==> run_1/met2.png <==
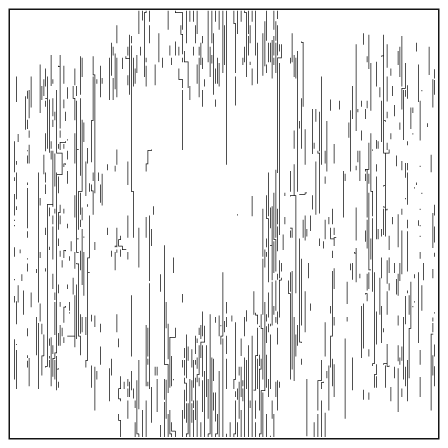
==> run_1/drive_strength.png <==
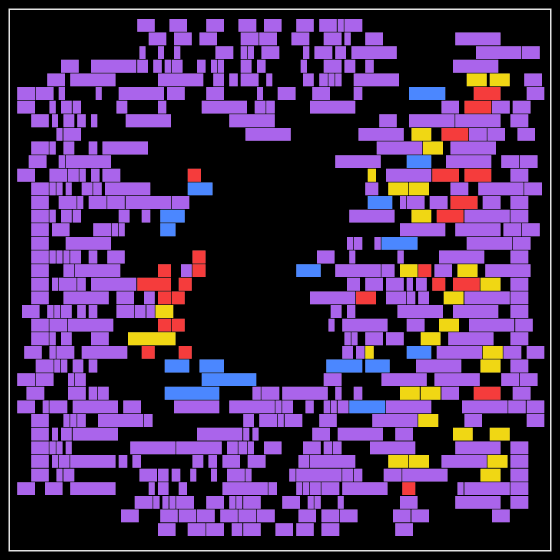
==> run_1/final_congestion.png <==
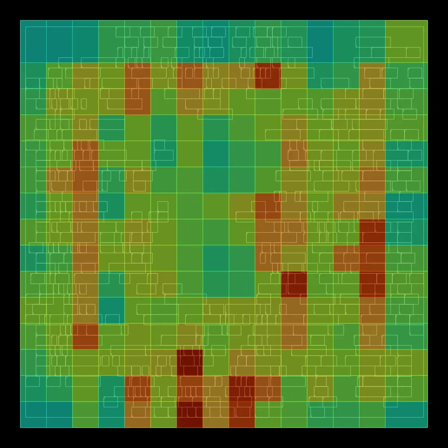
==> run_1/density.png <==
Bar = 20 um. The die is cut into 11 by 11 equal tiles; dark blue is low, red is high, 0 to 100% covered.
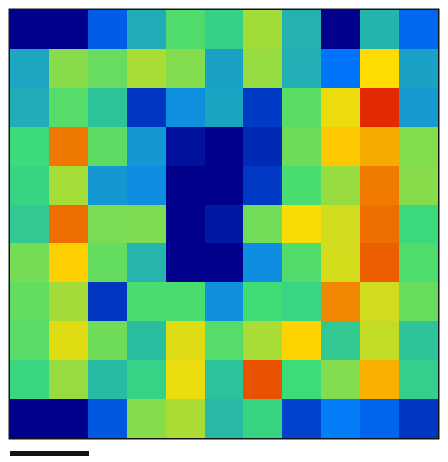
$ cat config.mk
export PLATFORM = sky130hd
export DESIGN_NAME = sdram_arbiter
export DESIGN_NICKNAME = d
export VERILOG_FILES = /design/src/rtl/sdram_arbiter_pkg.sv /design/src/rtl/sdram_arbiter_rr_pick2.sv /design/src/rtl/sdram_arbiter.sv
export SDC_FILE = /design/constraint.sdc
export NUM_CORES = 1
export LEC_CHECK = 0
export ABC_CLOCK_PERIOD_IN_PS = 2180
export CAP_MARGIN = 20
export CORE_UTILIZATION = 30
export CTS_BUF_LIST = sky130_fd_sc_hd__clkbuf_4 sky130_fd_sc_hd__clkbuf_8 sky130_fd_sc_hd__clkbuf_16
export CTS_CLUSTER_SIZE = 24
export DETAILED_ROUTE_END_ITERATION = 6
export GPL_TIMING_DRIVEN = 1
export PLACE_DENSITY = 0.66
export SYNTH_ARGS = -nofsm -noshare
export SYNTH_HDL_FRONTEND = slang
export SYNTH_SLANG_ARGS = --single-unit
$ cat constraint.sdc
create_clock -name clk -period 2.18 [get_ports clk]
set_clock_uncertainty 0.2 [all_clocks]
set_input_delay 0.218 -clock clk [delete_from_list [all_inputs] [get_ports clk]]
set_output_delay 0.218 -clock clk [all_outputs]
set_load 0.05 [all_outputs]
$ cat src/rtl/sdram_arbiter_pkg.sv
// Shared SDRAM arbiter types: FSM state encoding, client index and default bus widths
// shared with the SDRAM controller.
package sdram_arbiter_pkg;

  localparam int unsigned AWIDTH_DEF = 22;
  localparam int unsigned DWIDTH_DEF = 16;

  typedef enum logic [1:0] {
    IDLE    = 2'd0,
    ISSUE   = 2'd1,
    WAIT_RD = 2'd2
  } arb_state_t;

  typedef logic client_idx_t;

  localparam client_idx_t CLIENT0 = 1'b0;
  localparam client_idx_t CLIENT1 = 1'b1;

endpackage

$ cat src/rtl/sdram_arbiter_rr_pick2.sv
// Two-way winner select: round-robin against last_grant, or fixed priority to
// client 0 when FIXED_PRIO is set.
module rr_pick2
  import sdram_arbiter_pkg::*;
#(
  parameter bit FIXED_PRIO = 1'b0
) (
  input  logic        req0,
  input  logic        req1,
  input  client_idx_t last_grant,
  output logic        any_req,
  output client_idx_t winner
);

  // NOTE: every output gets a default before any branch, so no path leaves it
  // unassigned and no latch is inferred.
  always_comb begin
    any_req = req0 | req1;
    winner  = CLIENT0;
    if (req0 && req1) begin
      if (!FIXED_PRIO) begin
        winner = (last_grant == CLIENT0) ? CLIENT1 : CLIENT0;
      end
    end else if (req1) begin
      winner = CLIENT1;
    end
  end

endmodule

$ cat src/rtl/sdram_arbiter.sv
// Shares one SDRAM controller request port between two clients, one transaction
// outstanding at a time, with read data steered back to the owning client.
module sdram_arbiter
  import sdram_arbiter_pkg::*;
#(
  parameter int unsigned AWIDTH     = AWIDTH_DEF,
  parameter int unsigned DWIDTH     = DWIDTH_DEF,
  parameter bit          FIXED_PRIO = 1'b0
) (
  input  logic              clk,
  input  logic              reset,
  input  logic              c0_req,
  input  logic              c0_wr,
  input  logic [AWIDTH-1:0] c0_addr,
  input  logic [DWIDTH-1:0] c0_wdata,
  output logic              c0_ack,
  output logic [DWIDTH-1:0] c0_rdata,
  output logic              c0_rdone,
  input  logic              c1_req,
  input  logic              c1_wr,
  input  logic [AWIDTH-1:0] c1_addr,
  input  logic [DWIDTH-1:0] c1_wdata,
  output logic              c1_ack,
  output logic [DWIDTH-1:0] c1_rdata,
  output logic              c1_rdone,
  output logic              mem_req,
  output logic              mem_wr,
  output logic [AWIDTH-1:0] mem_addr,
  output logic [DWIDTH-1:0] mem_wdata,
  input  logic              mem_ack,
  input  logic [DWIDTH-1:0] mem_rdata,
  input  logic              mem_rdone
);

  arb_state_t        state_q, state_d;
  client_idx_t       last_grant_q, last_grant_d;
  client_idx_t       owner_q, owner_d;
  logic              mem_req_q, mem_req_d;
  logic              mem_wr_q, mem_wr_d;
  logic [AWIDTH-1:0] mem_addr_q, mem_addr_d;
  logic [DWIDTH-1:0] mem_wdata_q, mem_wdata_d;
  logic [DWIDTH-1:0] c0_rdata_q, c0_rdata_d;
  logic [DWIDTH-1:0] c1_rdata_q, c1_rdata_d;
  logic              c0_rdone_q, c0_rdone_d;
  logic              c1_rdone_q, c1_rdone_d;

  logic        any_req;
  client_idx_t winner;

  rr_pick2 #(
    .FIXED_PRIO (FIXED_PRIO)
  ) u_pick (
    .req0       (c0_req),
    .req1       (c1_req),
    .last_grant (last_grant_q),
    .any_req    (any_req),
    .winner     (winner)
  );

  always_comb begin
    state_d      = state_q;
    last_grant_d = last_grant_q;
    owner_d      = owner_q;
    mem_req_d    = mem_req_q;
    mem_wr_d     = mem_wr_q;
    mem_addr_d   = mem_addr_q;
    mem_wdata_d  = mem_wdata_q;
    c0_rdata_d   = c0_rdata_q;
    c1_rdata_d   = c1_rdata_q;
    c0_rdone_d   = 1'b0;
    c1_rdone_d   = 1'b0;
    c0_ack       = 1'b0;
    c1_ack       = 1'b0;

    case (state_q)
      IDLE: begin
        if (any_req) begin
          mem_req_d    = 1'b1;
          owner_d      = winner;
          last_grant_d = winner;
          state_d      = ISSUE;
          if (winner == CLIENT1) begin
            mem_wr_d    = c1_wr;
            mem_addr_d  = c1_addr;
            mem_wdata_d = c1_wdata;
          end else begin
            mem_wr_d    = c0_wr;
            mem_addr_d  = c0_addr;
            mem_wdata_d = c0_wdata;
          end
        end
      end

      // The ack goes straight through so the owner sees it in the accepting cycle;
      // a write is complete at that point, a read still owes its data.
      ISSUE: begin
        c0_ack = mem_ack && (owner_q == CLIENT0);
        c1_ack = mem_ack && (owner_q == CLIENT1);
        if (mem_ack) begin
          mem_req_d = 1'b0;
          state_d   = mem_wr_q ? IDLE : WAIT_RD;
        end
      end

      WAIT_RD: begin
        if (mem_rdone) begin
          state_d = IDLE;
          if (owner_q == CLIENT1) begin
            c1_rdata_d = mem_rdata;
            c1_rdone_d = 1'b1;
          end else begin
            c0_rdata_d = mem_rdata;
            c0_rdone_d = 1'b1;
          end
        end
      end

      default: state_d = IDLE;
    endcase
  end

  // NOTE: state registers use non-blocking assignments so every flop samples
  // the pre-edge value of its _d input regardless of statement order.
  always_ff @(posedge clk or posedge reset) begin
    if (reset) begin
      state_q      <= IDLE;
      last_grant_q <= CLIENT1;
      owner_q      <= CLIENT0;
      mem_req_q    <= 1'b0;
      mem_wr_q     <= 1'b0;
      mem_addr_q   <= '0;
      mem_wdata_q  <= '0;
      c0_rdata_q   <= '0;
      c1_rdata_q   <= '0;
      c0_rdone_q   <= 1'b0;
      c1_rdone_q   <= 1'b0;
    end else begin
      state_q      <= state_d;
      last_grant_q <= last_grant_d;
      owner_q      <= owner_d;
      mem_req_q    <= mem_req_d;
      mem_wr_q     <= mem_wr_d;
      mem_addr_q   <= mem_addr_d;
      mem_wdata_q  <= mem_wdata_d;
      c0_rdata_q   <= c0_rdata_d;
      c1_rdata_q   <= c1_rdata_d;
      c0_rdone_q   <= c0_rdone_d;
      c1_rdone_q   <= c1_rdone_d;
    end
  end

  assign mem_req   = mem_req_q;
  assign mem_wr    = mem_wr_q;
  assign mem_addr  = mem_addr_q;
  assign mem_wdata = mem_wdata_q;
  assign c0_rdata  = c0_rdata_q;
  assign c1_rdata  = c1_rdata_q;
  assign c0_rdone  = c0_rdone_q;
  assign c1_rdone  = c1_rdone_q;

endmodule

==> impl_metrics.yaml, run 1 <==
# synthesis and place-and-route metrics
timing:
  max_freq_mhz: 505
  relSlewSlack_pct: 63.6
  hold_viol_final: 0
  worstMarginPinSlew_ns: 0.544
  finalCriticalPeriod_ns: 1.98
  finalSetupViolCount: 0
  hold_ws_ns: 0.0332
  fin_setup_tns_ns: 0
  fin_crit_sh_pct: 90.8
critical_path:
  worstPathCellList: "clkdlybuf4s50_1"
  critPathSlowestCell: "clkdlybuf4s50_1"
  cp-start-kind: "flop"
  endpoint_kind: "primary output"
  worst-path-buf-inv: 1
  max_stage_delay_ns: 0.84
  critPathRequiredTime_ns: 1.76
  worstPathMaxFanout: 3
  worst-setup-path-type: "reg -> out"
  arrival_ns: 1.56
route:
  drt.antenna.violating_nets: 0
  drcViolationCount: 0
  vias_per_cell: 4.78
  drtIter0Drc: 112
  drt_pre_antenna_iters: 4
clock_tree:
  clk_pin_slew_ns: 0.08
  numCtsBuffers: 9
  clk_latency_ns: 0.33
  cts_resized: 0
  postCtsSetupBuffers: 0
  cts_max_path_buffers: 2
  clock_tree.root_cell: "clkbuf_8"
grt:
  grt_max_degree: 36
  grt_pass1_wl_um: 15100
  antenna_found_initial: 0
  grt_overflow: 0
cells_and_area:
  fillers: 1067
  lay_top_cells: "clkdlybuf4s50_1, nand2_1, dfrtp_1, a21oi_1, a31oi_1"
  stdcell_count: 634
  drive_above_1_share_pct: 14.0
  final_nets: 590
  antennaDiodeCount: 0
  lay_top_count: "clkdlybuf4s50_1"
synthesis:
  syn_area_um2: 3360
  ys_chip_area_um2: 3360
  syn_avg_cell_area_um2: 10.6
  ys.flops: 78
  yosys_cells: 316
  syn-num-nets: 416
  yosys_warnings: 0
  syn_inst: 316
power_and_ir_drop:
  leakage_nw: 2.34
  total_power_mw: 8.95
hold_path:
  hp-class: "in -> async"
floorplan:
  rows: 38
  io_pins: 176
  die_h_um: 108
run_status:
  outcome: "completed"
job:
  drv_cap: 0
  warning_count: 26
placement:
  placed_cells: 619
  pre_cts_ws_ns: 0.223
  port_buffers: 175
  placed_area_um2: 5320
  post-dp-hpwl_um: 7170
Notes on met2.png above:
- nets with wire on the layer: 505
- main direction: vertical
- wire length on this layer: 4530 um
routed via count: 3031
drt total wl: 9550 um

Notes on drive_strength.png above:
- drive 3 to 4: red (cells 25; share 5.1%; most used buf_4)
- drive 1 or less: purple (cells 425; share 86%; most used clkdlybuf4s50_1)
- drive 6 and up: blue (cells 16; share 3.2%; most used clkbuf_8)
- drive 2: yellow (cells 28; share 5.7%; most used mux2_2)
count of non-CTS buffers in the layout: 189
post-route cell area: 5530 um2
area grow syn2layout: 64.7%
PnR worst setup slack: 0.201 ns

Notes on final_congestion.png above:
wire per inst: 15.1 um
GRT Util Overall: 16.8%
GR Layer Usage met2: 28.6%
final core utilization: 50.8%
met1 Resource Use GR: 20.3%

Notes on density.png above:
- densest ninth of the die: middle right
- fullest tile: 95%
- emptiest ninth of the die: center
Initial Util: 30.8%
Std-Cell Core Area: 10900 um2

==> run 1: final cells by class <==
cell class	count	area, um2	area share [%]
Sequential cell	78	1950	35.3
Timing Repair Buffer	189	1900	34.4
Inverter	3	15.0	0.271
Clock buffer	9	124	2.24
Multi-Input combinational cell	209	1270	23.1
Clock inverter	6	86.3	1.56
Tap cell	140	175	3.17
==> run 1: registers in the layout (all words and copies together), names as in the netlist <==
register / count
last_grant_q: 1
c0_rdone: 1
mem_req: 1
mem_wdata: 16
c1_rdone: 1
state_q: 2
mem_wr: 1
mem_addr: 22
c0_rdata: 16
owner_q: 1
c1_rdata: 16
==> run 1: worst paths after layout <==
check                                      to  cells past startpoint  slack [ns]         start
worst max-delay path                   mem_wr                      1        0.20        mem_wr
worst max register to register   mem_wdata[3]                      4        0.40    state_q[0]
worst min register to register        mem_req                      1        0.29       mem_req
min in group clk                mem_wdata[10]                      3        0.24  c0_wdata[10]
max in group asynchronous        last_grant_q                      3        1.21         reset
worst min-delay path              mem_addr[5]                      2        0.03         reset
==> run 1: per-layer routing <==
layer	global-route usage, %	vias to the layer above	part of all wire (%)
met3	4.60	7	7.3
met1	20.3	1447	44
met4	5.87	0	0.84
met5	0	-	0
met2	28.6	128	47
li1	-	1449	-
==> run 1: cell families after synthesis <==
| family | Yosys count | share of synthesized area, % |
|---|---|---|
| and+or+nand+nor | 91 | 11.0 |
| AOI/OAI and AO/OA | 86 | 14.7 |
| DFF | 78 | 58.2 |
| buffers and inverters | 29 | 4.40 |
| muxes | 32 | 11.7 |
==> run 1: power by group <==
| group | leakage [nW] | total [mW] | internal (mW) | switching [mW] |
|---|---|---|---|---|
| logic | 1.31 | 5.26 | 1.89 | 3.37 |
| registers | 0.931 | 2.53 | 2.13 | 0.407 |
| clock network | 0.105 | 1.16 | 0.639 | 0.519 |
| total | 2.34 | 8.95 | 4.65 | 4.30 |
==> run 1: worst register-to-register path, stage by stage, from the launching register on <==
cell     delay (ns)
dfrtp_1        0.49
nor2_4         0.37
and2_1         0.20
buf_4          0.26
a31oi_1        0.13
==> run 1: cells in the mapped netlist <==
| master | instances | area, um2 |
|---|---|---|
| a211oi_1 | 1 | 7.51 |
| a21bo_2 | 1 | 10.0 |
| a21boi_1 | 1 | 7.51 |
| a21o_1 | 1 | 7.51 |
| a21oi_1 | 40 | 200 |
| a31oi_1 | 40 | 250 |
| and2_1 | 1 | 6.26 |
| buf_12 | 1 | 20.0 |
| buf_2 | 6 | 30.0 |
| buf_6 | 2 | 22.5 |
| clkbuf_1 | 17 | 63.8 |
| dfrtp_1 | 77 | 1930 |
| dfstp_2 | 1 | 26.3 |
| inv_1 | 3 | 11.3 |
| mux2_2 | 23 | 259 |
| mux2_4 | 9 | 135 |
| nand2_1 | 80 | 300 |
| nand2b_1 | 1 | 6.26 |
| nand3b_1 | 1 | 7.51 |
| nand4bb_1 | 1 | 11.3 |
| nor2_1 | 4 | 15.0 |
| nor3_2 | 1 | 10.0 |
| o21ai_0 | 2 | 10.0 |
| or2_0 | 1 | 6.26 |
| or3_1 | 1 | 6.26 |
==> inputs of run 2 (changes only) <==
--- a/config.mk
+++ b/config.mk
@@ -9,6 +9,7 @@
 export CAP_MARGIN = 20
 export CORE_UTILIZATION = 30
 export CTS_BUF_LIST = sky130_fd_sc_hd__clkbuf_4 sky130_fd_sc_hd__clkbuf_8 sky130_fd_sc_hd__clkbuf_16
+export CTS_CLUSTER_DIAMETER = 30
 export CTS_CLUSTER_SIZE = 24
 export DETAILED_ROUTE_END_ITERATION = 6
 export GPL_TIMING_DRIVEN = 1
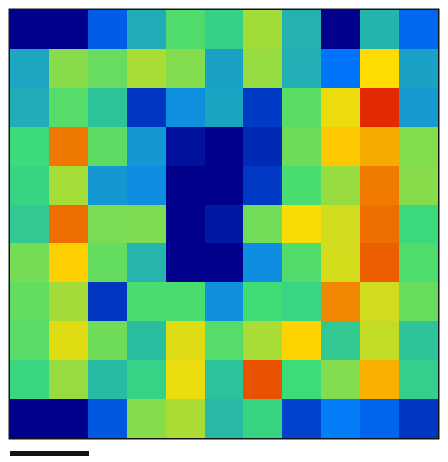
(run_2/density.png)
Bar = 20 um. The die is cut into 11 by 11 equal tiles; dark blue is low, red is high, 0 to 100% covered.
- densest ninth of the die: middle right
- emptiest ninth of the die: center
- mean over tiles: 46%
- nearly empty tiles: 9.1%

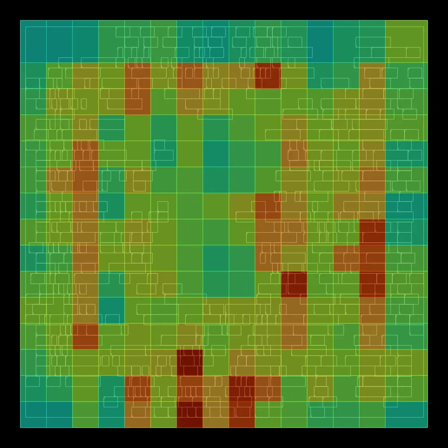
(run_2/final_congestion.png)
GRT busiest layer: met2
M3 GR Usage: 4.60%

==> run 2 against run 1 <==
  * Sequential power barely moved
  * Total power unchanged
  * Count of clock-buffer cells in the layout did not move
  * Clock power about the same
  * Critical path depth unchanged
  * Non-clock buffer count unchanged
  * Register-to-register slack hardly changed
  * Combinational power barely moved
  * Cell area unchanged
  * Via count stayed put
  * Setup slack unchanged
  * First-iteration DRC count stayed put
  * Critical path type unchanged
  * Critical endpoint unchanged
  * Largest power group unchanged
  * Highest routed layer unchanged
==> impl_metrics.yaml, run 2 <==
# synthesis and place-and-route metrics
grt:
  grt_overflow: 0
  grt_util_all_layers_pct: 16.8
  first_global_vias: 3134
  grt_pass1_wl_um: 15100
  grt_max_degree: 36
  antenna_found_initial: 0
timing:
  hold_viol_final: 0
  finalSetupViolCount: 0
  rsz0062_at_grt: "no"
  setup_ws_ns: 0.201
  fin_crit_sh_pct: 90.8
  fin_setup_tns_ns: 0
  finalCriticalPeriod_ns: 1.98
  max_freq_mhz: 505
  relSlewSlack_pct: 63.6
  worstMarginPinSlew_ns: 0.544
  finalMaxSlewViolations: 0
cells_and_area:
  lay_top_count: "clkdlybuf4s50_1"
  fin_area_um2: 5530
  area_growth_pct: 64.7
  lay_top_cells: "clkdlybuf4s50_1, nand2_1, dfrtp_1, a21oi_1, a31oi_1"
  stdcell_count: 634
  antennaDiodeCount: 0
  final_nets: 590
  largest_reg_flops: 22
  finalCoreUtilization_pct: 50.8
  drive_above_1_share_pct: 14.0
critical_path:
  path_delay_family: "buffers and inverters"
  arrival_ns: 1.56
  worstPathMaxFanout: 3
  reg2reg_to: "mem_wdata[3]"
  timing.rr.start: "state_q[0]"
  critPathSlowestCell: "clkdlybuf4s50_1"
  endpoint_kind: "primary output"
  reg2reg_slack_ns: 0.40
  critPathRequiredTime_ns: 1.76
  max_stage_delay_ns: 0.84
  reg2reg_depth: 4
  worst-setup-path-type: "reg -> out"
  cp-start-kind: "flop"
  worst-path-buf-inv: 1
  worstPathCellList: "clkdlybuf4s50_1"
power_and_ir_drop:
  vdd_drop_max_mv: 0.770
  internal-power_mw: 4.65
  p_clk_share_pct: 12.9
  pwr-share-seq_pct: 28.3
  swShare_pct: 48.0
  p_sw_mw: 4.30
  power_frac_comb_pct: 58.8
  leakage_nw: 2.34
  p_per_area_nw_per_um2: 1620
placement:
  placed_cells: 619
  post-dp-hpwl_um: 7170
  pre_cts_ws_ns: 0.223
  port_buffers: 175
  placed_area_um2: 5320
  routabilityCongestion: 0.747
floorplan:
  initial_utilization_pct: 30.8
  rows: 38
  die_h_um: 108
  core_area_um2: 10900
  io_pins: 176
  dieArea_um2: 11600
  fp.dieW_um: 108
clock_tree:
  clock_tree.root_cell: "clkbuf_8"
  htree_levels: 3
  cts_tree: "built"
  ctsHoldBuffers: 0
  numCtsBuffers: 9
  cts_resized: 0
  clk_latency_ns: 0.33
  cts_sinks: 78
  postCtsSetupBuffers: 0
  cts_max_path_buffers: 2
  clk_pin_slew_ns: 0.08
synthesis:
  yosys_cells: 316
  syn_area_um2: 3360
  synth_seq_share_pct: 58.2
  top_cells_by_count: "nand2_1, dfrtp_1, a21oi_1, a31oi_1, mux2_2"
  syn_inst: 316
  edf_count: 0
  ys_types: 25
  yosys.area.top_type: "dfrtp_1"
  synth_top_cell_by_count: "nand2_1"
  yosys_warnings: 0
  top_cell_area_share_pct: 57.4
  area_leaders: "dfrtp_1, nand2_1, mux2_2, a31oi_1, a21oi_1"
  ys_chip_area_um2: 3360
  syn_avg_cell_area_um2: 10.6
  ys_async_sr_fraction_pct: 100
  synthFlopType: "dfrtp_1"
  ys.flops: 78
  syn-num-nets: 416
hold_path:
  hp-class: "in -> async"
route:
  vias: 3031
  wirelength_um: 9550
  drcViolationCount: 0
  drt_pre_antenna_iters: 4
  wl_per_cell_um: 15.1
  vias_per_cell: 4.78
  drtIter0Drc: 112
  drt.antenna.violating_nets: 0
job:
  warning_count: 26
  drv_cap: 0
run_status:
  outcome: "completed"
-- run 2: cell counts after synthesis --
No cell type changed its count.
-- run 2: worst max path at each step --
| stage | startpoint | end | slack [ns] | cells after the start |
|---|---|---|---|---|
| finish | mem_wr | mem_wr | 0.20 | 1 |
| global route | mem_wr | mem_wr | 0.13 | 1 |
| CTS | mem_wr | mem_wr | 0.17 | 1 |
| detailed placement | mem_rdone | c1_rdata[2] | 0.22 | 5 |
| global placement | mem_rdone | c1_rdata[4] | 0.23 | 5 |
| floorplan | state_q[0] | c0_rdata[0] | 0.40 | 4 |
-- run 2: routing by layer --
layer / vias up / global-route usage (%) / part of all wire, %
met5: - / 0 / 0
met4: 0 / 5.87 / 0.84
met3: 7 / 4.60 / 7.3
met2: 128 / 28.6 / 47
met1: 1447 / 20.3 / 44
li1: 1449 / - / -
-- run 2: through the flow --
stage	hold slack, ns	total power, mW
after floorplan	0.0809	5.92
after global placement	0.277	7.79
after detailed placement	0.278	7.87
after CTS	0.0240	9.06
after global routing	0.0570	9.42
final	0.0332	8.95
-- run 2: kinds of logic after synthesis --
group	count (synthesis)	share of synthesized area, %
compound gates	86	14.7
buf+inv	29	4.40
flops	78	58.2
mux	32	11.7
simple gates	91	11.0
-- run 2: layout make-up --
| cell class | count | area [um2] |
|---|---|---|
| Timing Repair Buffer | 189 | 1900 |
| Multi-Input combinational cell | 209 | 1270 |
| Clock inverter | 6 | 86.3 |
| Inverter | 3 | 15.0 |
| Tap cell | 140 | 175 |
| Clock buffer | 9 | 124 |
| Fill cell | 1067 | 5360 |
| Sequential cell | 78 | 1950 |
-- run 2: worst register-to-register path: stages (launching register included) --
cell and delay [ns]:
dfrtp_1 0.49, nor2_4 0.37, and2_1 0.20, buf_4 0.26
a31oi_1 0.13
-- run 2: power by group through the flow --
| stage | Clock, mW | Combinational, mW | Sequential, mW |
|---|---|---|---|
| floorplan | 0 | 1.23 | 4.69 |
| global placement | 0 | 5.26 | 2.53 |
| detailed placement | 0 | 5.32 | 2.55 |
| CTS | 1.20 | 5.32 | 2.54 |
| global route | 1.26 | 5.55 | 2.62 |
| finish | 1.16 | 5.26 | 2.53 |
Power figures rest on the tool's default switching activity, not on a simulated workload.
